Figure 1. Logic cells by family.
Bar = 20 um.
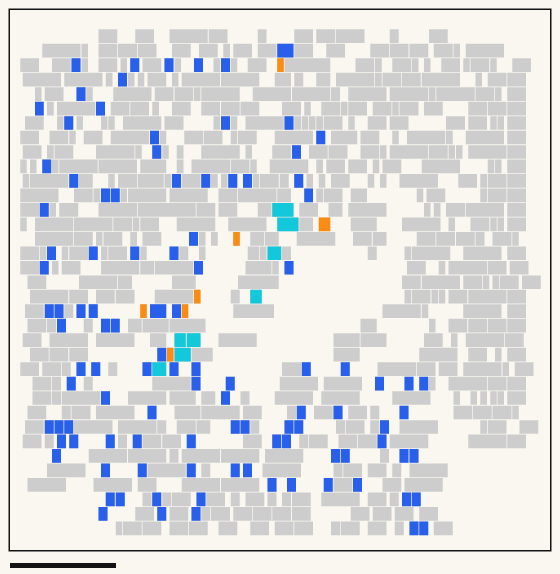
Figure 2. Wiring by layer.
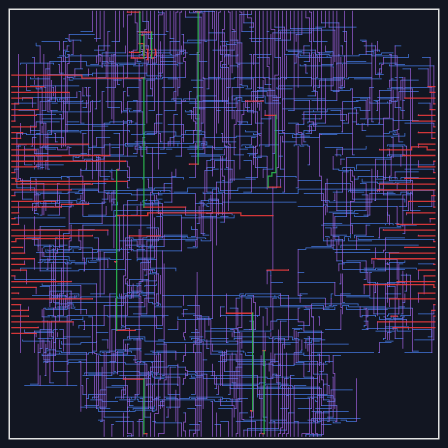
Figure 3. Pin map.
Pins as bars across the die edge, other pins in grey.
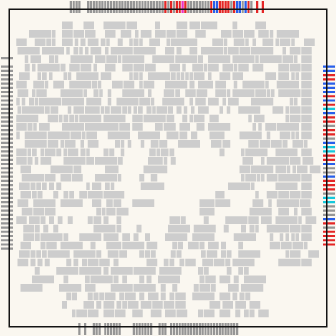
Figure 4. Where the registers sit.
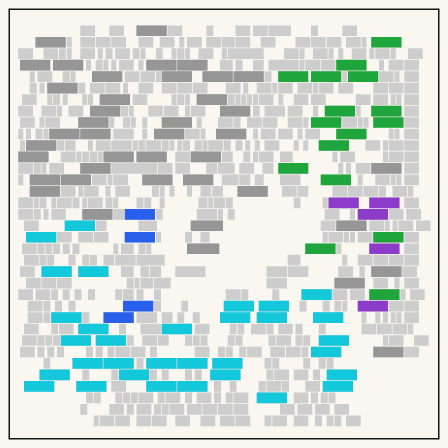
$ cat src/rtl/load_seq_pkg.sv
// Shared definitions for the lw sequencer: state encoding, ALU op codes,
// default load opcode and instruction field positions.
package load_seq_pkg;

  typedef enum logic [2:0] {
    IDLE   = 3'd0,
    DECODE = 3'd1,
    ADDR   = 3'd2,
    MEM    = 3'd3,
    WB     = 3'd4
  } state_t;

  localparam logic [2:0] ALU_ADD = 3'b010;
  localparam logic [2:0] ALU_NOP = 3'b000;

  localparam logic [5:0] LW_OPCODE_DEFAULT = 6'b100011;

  localparam int OPCODE_LSB = 26;
  localparam int RS_LSB     = 21;
  localparam int RT_LSB     = 16;
  localparam int IMM_LSB    = 0;
  localparam int REG_IDX_W  = 5;
  localparam int IMM_W      = 16;

  function automatic logic [5:0] opcodeOf(input logic [31:0] instr);
    return instr[OPCODE_LSB +: 6];
  endfunction

endpackage

$ cat src/rtl/latency_counter.sv
// Down-counter for fixed-latency waits: load a start value, count down while
// enabled, expire reads high once the count has reached zero.
module latency_counter #(
  parameter int unsigned WIDTH = 4
) (
  input  logic             i_clk,
  input  logic             i_reset,
  input  logic             i_load,
  input  logic [WIDTH-1:0] i_loadValue,
  input  logic             i_count,
  output logic             o_expire
);

  logic [WIDTH-1:0] r_count;

  always_ff @(posedge i_clk) begin
    if (!i_reset) begin
      r_count <= '0;
    end else if (i_load) begin
      r_count <= i_loadValue;
    end else if (i_count && (r_count != '0)) begin
      r_count <= r_count - WIDTH'(1);
    end
  end

  assign o_expire = (r_count == '0);

endmodule

$ cat src/rtl/load_sequencer.sv
// Multi-cycle lw controller: IDLE -> DECODE -> ADDR -> MEM -> WB.
// Defining LOAD_SEQ_ALIGN_CHECK_EN adds o_misaligned and aborts unaligned loads.
module load_sequencer
  import load_seq_pkg::*;
#(
  parameter int unsigned MEM_LATENCY = 1,
  parameter logic [5:0]  LW_OPCODE   = LW_OPCODE_DEFAULT,
  parameter int unsigned ADDR_W      = 32
) (
  input  logic              i_clk,
  input  logic              i_reset,
  input  logic              i_start,
  input  logic [31:0]       i_instr,
  output logic              o_busy,
  output logic              o_done,
  output logic              o_illegal,
  output logic [4:0]        o_read_reg1,
  output logic [4:0]        o_write_reg,
  output logic [15:0]       o_imm,
  output logic [2:0]        o_alu_control,
  input  logic [ADDR_W-1:0] i_alu_result,
  output logic [ADDR_W-1:0] o_address,
  output logic              o_mem_read,
  input  logic [31:0]       i_mem_rdata,
`ifdef LOAD_SEQ_ALIGN_CHECK_EN
  output logic              o_misaligned,
`endif
  output logic              o_reg_write,
  output logic [31:0]       o_write_data
);

  localparam logic [3:0] LAT_LOAD = 4'(MEM_LATENCY - 1);

  state_t              r_state, w_nextState;
  logic [4:0]          r_readReg1, r_writeReg;
  logic [15:0]         r_imm;
  logic [ADDR_W-1:0]   r_address;
  logic [31:0]         r_writeData;
  logic                r_illegal;
  logic                w_accept, w_illegalHit, w_loadCount, w_expire;
  logic                w_misalignedHit, w_skipWrite;

  latency_counter #(.WIDTH(4)) u_memWait (
    .i_clk       (i_clk),
    .i_reset     (i_reset),
    .i_load      (w_loadCount),
    .i_loadValue (LAT_LOAD),
    .i_count     (r_state == MEM),
    .o_expire    (w_expire)
  );

`ifdef LOAD_SEQ_ALIGN_CHECK_EN
  logic r_misaligned;
  assign w_misalignedHit = (i_alu_result[1:0] != 2'b00);
  assign w_skipWrite     = r_misaligned;
  assign o_misaligned    = (r_state == WB) && r_misaligned;
`else
  assign w_misalignedHit = 1'b0;
  assign w_skipWrite     = 1'b0;
`endif

  always_comb begin
    w_nextState  = r_state;
    w_accept     = 1'b0;
    w_illegalHit = 1'b0;
    w_loadCount  = 1'b0;
    case (r_state)
      IDLE: begin
        if (i_start) begin
          if (opcodeOf(i_instr) == LW_OPCODE) begin
            w_accept    = 1'b1;
            w_nextState = DECODE;
          end else begin
            w_illegalHit = 1'b1;
          end
        end
      end
      DECODE: w_nextState = ADDR;
      ADDR: begin
        w_loadCount = 1'b1;
        w_nextState = w_misalignedHit ? WB : MEM;
      end
      MEM:     if (w_expire) w_nextState = WB;
      WB:      w_nextState = IDLE;
      default: w_nextState = IDLE;
    endcase
  end

  // Fields, address and load data hold until overwritten by the next load.
  always_ff @(posedge i_clk) begin
    if (!i_reset) begin
      r_state     <= IDLE;
      r_readReg1  <= '0;
      r_writeReg  <= '0;
      r_imm       <= '0;
      r_address   <= '0;
      r_writeData <= '0;
      r_illegal   <= 1'b0;
`ifdef LOAD_SEQ_ALIGN_CHECK_EN
      r_misaligned <= 1'b0;
`endif
    end else begin
      r_state   <= w_nextState;
      r_illegal <= w_illegalHit;
      if (w_accept) begin
        r_readReg1 <= i_instr[RS_LSB +: REG_IDX_W];
        r_writeReg <= i_instr[RT_LSB +: REG_IDX_W];
        r_imm      <= i_instr[IMM_LSB +: IMM_W];
      end
      if (r_state == ADDR) begin
        r_address <= i_alu_result;
`ifdef LOAD_SEQ_ALIGN_CHECK_EN
        r_misaligned <= w_misalignedHit;
`endif
      end
      if ((r_state == MEM) && w_expire) r_writeData <= i_mem_rdata;
    end
  end

  assign o_busy        = (r_state != IDLE);
  assign o_done        = (r_state == WB);
  assign o_illegal     = r_illegal;
  assign o_read_reg1   = r_readReg1;
  assign o_write_reg   = r_writeReg;
  assign o_imm         = r_imm;
  assign o_alu_control = (r_state == ADDR) ? ALU_ADD : ALU_NOP;
  assign o_address     = r_address;
  assign o_mem_read    = (r_state == MEM);
  assign o_reg_write   = (r_state == WB) && !w_skipWrite;
  assign o_write_data  = r_writeData;

endmodule
$ cat config.mk
export PLATFORM = sky130hd
export DESIGN_NAME = load_sequencer
export DESIGN_NICKNAME = d
export VERILOG_FILES = /design/src/rtl/load_seq_pkg.sv /design/src/rtl/latency_counter.sv /design/src/rtl/load_sequencer.sv
export SDC_FILE = /design/constraint.sdc
export NUM_CORES = 1
export LEC_CHECK = 0
export CORE_MARGIN = 1.5
export CORE_UTILIZATION = 39
export DETAILED_ROUTE_END_ITERATION = 6
export PLACE_DENSITY = 0.79
export SYNTH_ARGS = -nofsm -noshare
export SYNTH_HDL_FRONTEND = slang
export SYNTH_SLANG_ARGS = --single-unit
$ cat constraint.sdc
create_clock -name i_clk -period 1.81 [get_ports i_clk]
set_input_delay 0.362 -clock i_clk [delete_from_list [all_inputs] [get_ports i_clk]]
set_output_delay 0.362 -clock i_clk [all_outputs]
set_load 0.01 [all_outputs]
==> metrics.yaml <==
outcome:
  status: "completed"
final_timing:
  fmax_mhz: 578
  final.period_utilization: 0.956
  tns_ns: 0
  fin_crit_ns: 1.73
  fin_skew_ns: 0.00907
  slew_viol_final: 0
  hold_ws_ns: 0.385
  slew_headroom: 0.659
  rsz0062_at_grt: "false"
  setup_viol: 0
  hold_violations: 0
synthesis:
  synth_area_leader_cell: "dfxtp_1"
  netlist_top_cells_area: "dfxtp_1, nand2_1, a21oi_1, mux2i_1, o21ai_0"
  syn_area_mm2: 0.00378
  ys_cells: 450
  ys_seq_frac: 0.519
  yosysMostFrequentCell: "nand2_1"
  ys.flops: 98
  edf_count: 0
  synth.distinct_cells: 32
  yosysWarnings: 0
  synth_top_area_share: 0.519
  syn_inst: 450
  synth_top_flop_cell: "dfxtp_1"
setup_path:
  path_class: "reg2reg"
  startpoint: "r_state[2]$_SDFFE_PN0P_"
  crit_path_end: "u_memWait.r_count[3]$_SDFFE_PP0P_"
  critical_path.startpoint_type: "flop"
  timing.rr.start: "r_state[2]$_SDFFE_PN0P_"
  regToRegSetupSlack_ns: 0.08
  r2r_cells: 5
  endpoint_kind: "flop"
  path_max_fanout: 38
clock_network:
  ctsRootBufferMaster: "clkbuf_8"
  cts_tree: "yes"
  clk_pin_slew_ns: 0.09
  post_cts_buffers: 0
  cts_buffers: 9
layout:
  nets: 731
  logic_area_mm2: 0.00160
  syn_to_final_growth_pct: 59.2
  drive_above_1_share: 0.0786
  diodes: 0
placed_design:
  dp_cells: 749
  post_dp_cell_area_mm2: 0.00582
  gp_congestion: 0.759
  place_worst_setup_slack_ns: -0.219
  hpwl_mm: 7.97
routing:
  first_pass_iters: 4
  finalWirelength_mm: 11.0
  ant_nets: 0
  vias_per_cell: 4.94
die:
  fp_util: 0.405
  fp.dieArea_mm2: 0.0103
  core_mm2: 0.00933
  rows: 35
global_route:
  grt_usage: 0.210
  grt_pass1_wl_mm: 17.2
  globalRouteOverflowTotal: 0
  antenna_found_initial: 0
min_path:
  hold_end: "u_memWait.r_count[0]$_SDFFE_PP0P_"
  holdPathStages: 3
  min_from: "i_reset"
pwr:
  total_leakage_power_nw: 2.09
  finalPower_mw: 4.40
  ir_worst_vdd_mv: 0.687
## Picture notes: Figure 1
[cyan] AND and OR gates | cells: 8 | most used: or4_1 | where: centre
[orange] inverters | cells: 7 | most used: inv_1
[blue] inverting AOI/OAI gates | cells: 106 | most used: a21oi_1
Finished Layout Cells: 765
Comb/total area: 0.265
dominant logic cell type in the layout: clkdlybuf4s50_1

## Picture notes: Figure 2
[blue] metal 1 | wire length: 4,500 um
[red] metal 3 | wire length: 757 um
[green] metal 4 | wire length: 200 um
[purple] metal 2 | wire length: 5,560 um
Vias: 3,778
average wire per standard cell: 14.4 um

## Picture notes: Figure 3
[blue] `o_imm` | pins: 16 | direction: output | edge: 11 right, 5 top
[red] `i_instr` | pins: 32 | direction: input | edge: 18 right, 14 top
[magenta] `o_illegal` | pins: 1 | direction: output | edge: top
[cyan] `o_write_reg` | pins: 5 | direction: output | edge: right
Die Ht: 101 um
Die X: 101 um
port bufs: 194

## Picture notes: Figure 4
[green] `o_imm` | sequential cells: 16
[purple] `o_write_reg` | sequential cells: 5 | where: middle right
[cyan] `o_write_data` | sequential cells: 32
[blue] `u_memWait.r_count` | sequential cells: 4
register area: 0.00196 mm^2
final core utilization: 0.646
flop share of the area: 0.326

[power by group]
group / internal, mW / switching, mW / total (mW)
combinational: 0.379 / 0.286 / 0.665
clock: 0.723 / 0.755 / 1.48
sequential: 2.22 / 0.0316 / 2.25
total: 3.32 / 1.07 / 4.40
[kinds of logic (layout without fill, tap and decap cells)]
kind of cell             Yosys count  after routing  share of synthesized area
buffers and inverters             48            233                     0.0645
AND-OR/OR-AND                    106            106                      0.142
other                              1              2                   0.000991
multiplexers                      26             26                     0.0688
flip-flops                        98             98                      0.519
adder cells (fa/ha/maj)            1              1                    0.00331
AND/OR/NAND/NOR                  170            170                      0.201
[what timing repair did]
item,CTS,global route
setup endpoints to repair,5,16
gates resized,9,13
hold endpoints to repair,0,0
hold buffers,0,0
[layout make-up]
cell class / count / share of cell area
Clock buffer: 11 / 0.0251
Clock inverter: 5 / 0.0102
Inverter: 7 / 0.00478
Multi-Input combinational cell: 305 / 0.265
Sequential cell: 98 / 0.326
Tap cell: 129 / 0.0268
Timing Repair Buffer: 210 / 0.342
[per-layer routing]
layer / share of wire / track usage / vias to the layer above / routed length (um)
met5: 0 / 0 / - / 0
met4: 0.018 / 0.0737 / 0 / 200
met1: 0.41 / 0.242 / 1759 / 4500
met3: 0.069 / 0.0600 / 22 / 757
li1: - / - / 1868 / -
met2: 0.50 / 0.372 / 129 / 5560
[worst max-delay path, stage by stage, from the launching register on]
cell and delay (ns):
dfxtp_2 0.34, buf_4 0.13, nand3b_1 0.22, buf_4 0.29, or4_1 0.53, a21oi_1 0.15
[placed cells by master, fill, tap and decap left out, types with 11 or more instances in the layout]
master and count:
a21oi_1 69, o21ai_0 35, dfxtp_1 96, nand3_1 34
mux2i_1 26, nand2_1 118, clkbuf_8 11, buf_4 13
clkdlybuf4s50_1 188
Power figures rest on the tool's default switching activity, not on a simulated workload.
